Design modport_top, sky130hd; sources not shown.
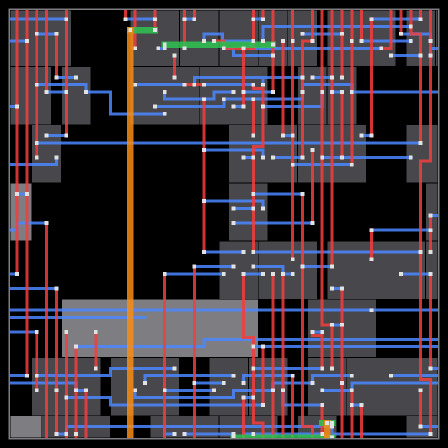
Fig. 1. Layout detail (run 1).
Window x 154 to 174, y 154 to 174 um. Cells in gray, sequential cells in the stronger gray; small squares are vias.
Key: metal 3 = green; metal 1 = blue; metal 4 = orange; metal 2 = red
29 logic cells have their middle in the window. Most frequent: nand2_1 (4). Sequential cells in the window: 1.

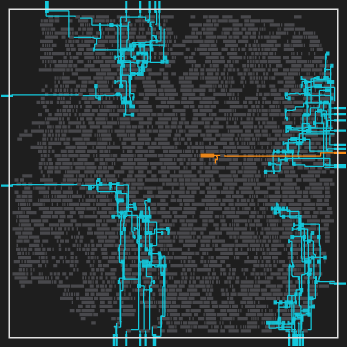
Fig. 2. Nets reached from selected ports (run 1).
Scale: 1.5 px per um.
Key: activations_ready = orange [bits 1, direction output, end cells 1, buffers 1, wire 88.6 um]; activations_input = cyan [bits 32, direction input, end cells 256, buffers 32, wire 3460 um]
number of buffers inserted by port buffering: 104
number of ports placed on the die boundary: 105

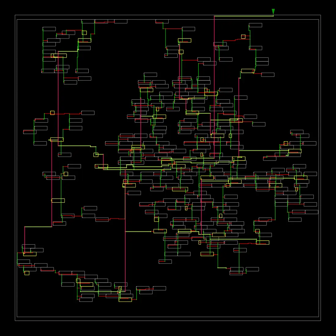
Fig. 3. Clock nets (run 1).
Flop Count: 269
clock tree sinks: 269
Clock Skew: 0.0169 ns

==> run notes, run 1 <==
Implementation status.

- The flow ran to the end, and the final reports show no timing, DRC or antenna violations.
- Entering global routing, the biggest net connects approximately 170 pins.
- The count of nets left with antenna violations after detail routing is 0.
- The length in cells of the worst reg-to-reg path is 22.
- The count of cells resized by post-cts repair is 0.
- The via count of the first global-routing pass came to 21000.
- Routing resource usage on met1 recorded by global route was 38.1%.
- The first global-routing pass estimated 107000 um of wire.
- The report lists the number of standard-cell rows as a little under 80.
- In the final routed layout, each cell accounts on average for about 19 um.
- The routability-driven placement congestion ratio is ~0.92.
- The fraction of registers with async set or reset after synthesis is 100%.
- The multi-input gate share of the layout cell area is 63.6%.
- For this run, the post-layout net count is 3369.
- The die footprint is about 48000 um^2.
- Looking at the max-slew report, the worst-margin pin has a slew of 1.09 ns.
- The fraction of final cell area spent on non-clock buffers in this run is between 3 and 4%.
- The multiplexer area fraction after synthesis is 7.77%.
- The number of CTS-inserted buffers is 31.
- The worst-case register-to-register setup slack is 2.65 ns.
- The compound-gate portion of the synthesized area is 9.20%.
- The instance count of the mapped netlist is 2571.
- The total number of warnings across the stage logs is 42.
- By area, the class that comes first in the final layout consists of combinational gates.
- For reference, the top logic cell family by area is adder cells.
- The chip height is 218 um.
- Timing would allow up to 117 MHz.
- The most crowded layer after global routing is met2.
- The netlist area before placement is 28000 um^2.
- The uppermost layer routed is met5.
- Per Yosys stat, the portion of area used by sequential elements is 24.0%.
- The top flip-flop cell by instance count after synthesis is dfrtp_1.
- Per the synthesis report, the simple-gate share of the synthesized area is 10.0%.
- The setup TNS is 0 ns.
- Per the slew report, the remaining headroom to the max-slew limit stands at 27.0%.
- The global-route usage over all layers is 28.3%.
- The final report lists a non-filler cell total of 3289.
- The area growth from synthesis to layout is 9.57%.
- Once placement completed, the tool counted placed cells totaling 3228.
- The combined area of the multi-input logic cells is 19500 um^2.
- The type of element capturing the critical path is a flip-flop.
==> run 2: changes to the inputs <==
--- a/config.mk
+++ b/config.mk
@@ -5,7 +5,7 @@
 export SDC_FILE = /design/constraint.sdc
 export NUM_CORES = 1
 export LEC_CHECK = 0
-export CORE_UTILIZATION = 60
+export CORE_UTILIZATION = 58
 export CTS_BUF_LIST = sky130_fd_sc_hd__clkbuf_16
 export DETAILED_ROUTE_END_ITERATION = 8
 export GPL_TIMING_DRIVEN = 1
==> constraint.sdc (replaced) <==
create_clock -name clk -period 7.1 [get_ports clk]
set_input_delay 1.42 -clock clk [delete_from_list [all_inputs] [get_ports clk]]
set_output_delay 1.42 -clock clk [all_outputs]
set_load 0.02 [all_outputs]
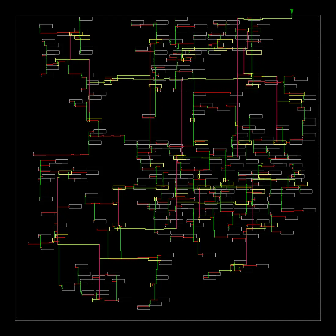
Fig. 4. Clock nets (run 2).
TritonCTS Buffers: 34
insertion delay of the later-clocked pin in the worst-skew pair: 0.56 ns
Clock Skew: 0.0154 ns
clock buf count: 35

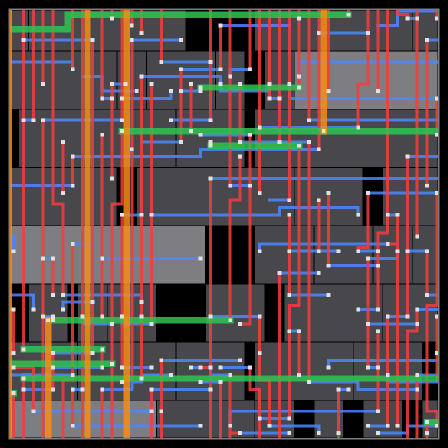
Fig. 5. Layout detail (run 2).
Window x 156 to 176, y 156 to 176 um. Cells in gray, sequential cells in the stronger gray; small squares are vias.
Key: metal 1 = blue; metal 2 = red; metal 4 = orange; metal 3 = green
Sequential cells in the window: 3. Most frequent: fa_1 (6), ha_1 (6). 36 logic cells have their middle in the window.

==> run 2 against run 1 <==
Net effect: setup slack got worse by 2.1 ns; highest routed layer unchanged; critical endpoint is now output_data[6]; largest cell class unchanged; cell count is 12% higher.
==> run notes, run 2 <==
Implementation status.

- Per the final report, the share of cell area in non-clock buffers is 12.2%.
- The chip height is roughly 220 um.
- The final layout net count is 3751.
- Counting tap cells, the placed design contains a total of 3586 instances.
- The simple-gate share of the synthesized area is 10.0%.
- As logged by OpenROAD, the buffers inserted on ports number 104.
- TritonRoute output was used to compute an average wire per cell of between 15 and 20 um.
- The placement summary gives the final routability congestion estimate as 0.918.
- The uppermost layer routed is met5.
- After Yosys synthesis, AND-OR and OR-AND compound gates account for 9.20% of the synthesized area.
- The count of cells resized by post-cts repair is 12.
- The biggest slice of the area belongs to combinational gates.
- The run finished with clean final reports.
- Per the GRT log, the top usage layer is met2.
- Measured against its own limit, the worst slew margin works out to 24.9%.
- Post-synth the commonest register cell is dfrtp_1.
- The netlist area before placement is 28000 um^2.
- The multiplexer area fraction after synthesis is 7.77%.
- For this run, the number of standard cells in the final layout without fillers is 3685.
- The area growth from synthesis to layout is 22.5%.
- The number of flip-flops and latches is approximately 270.
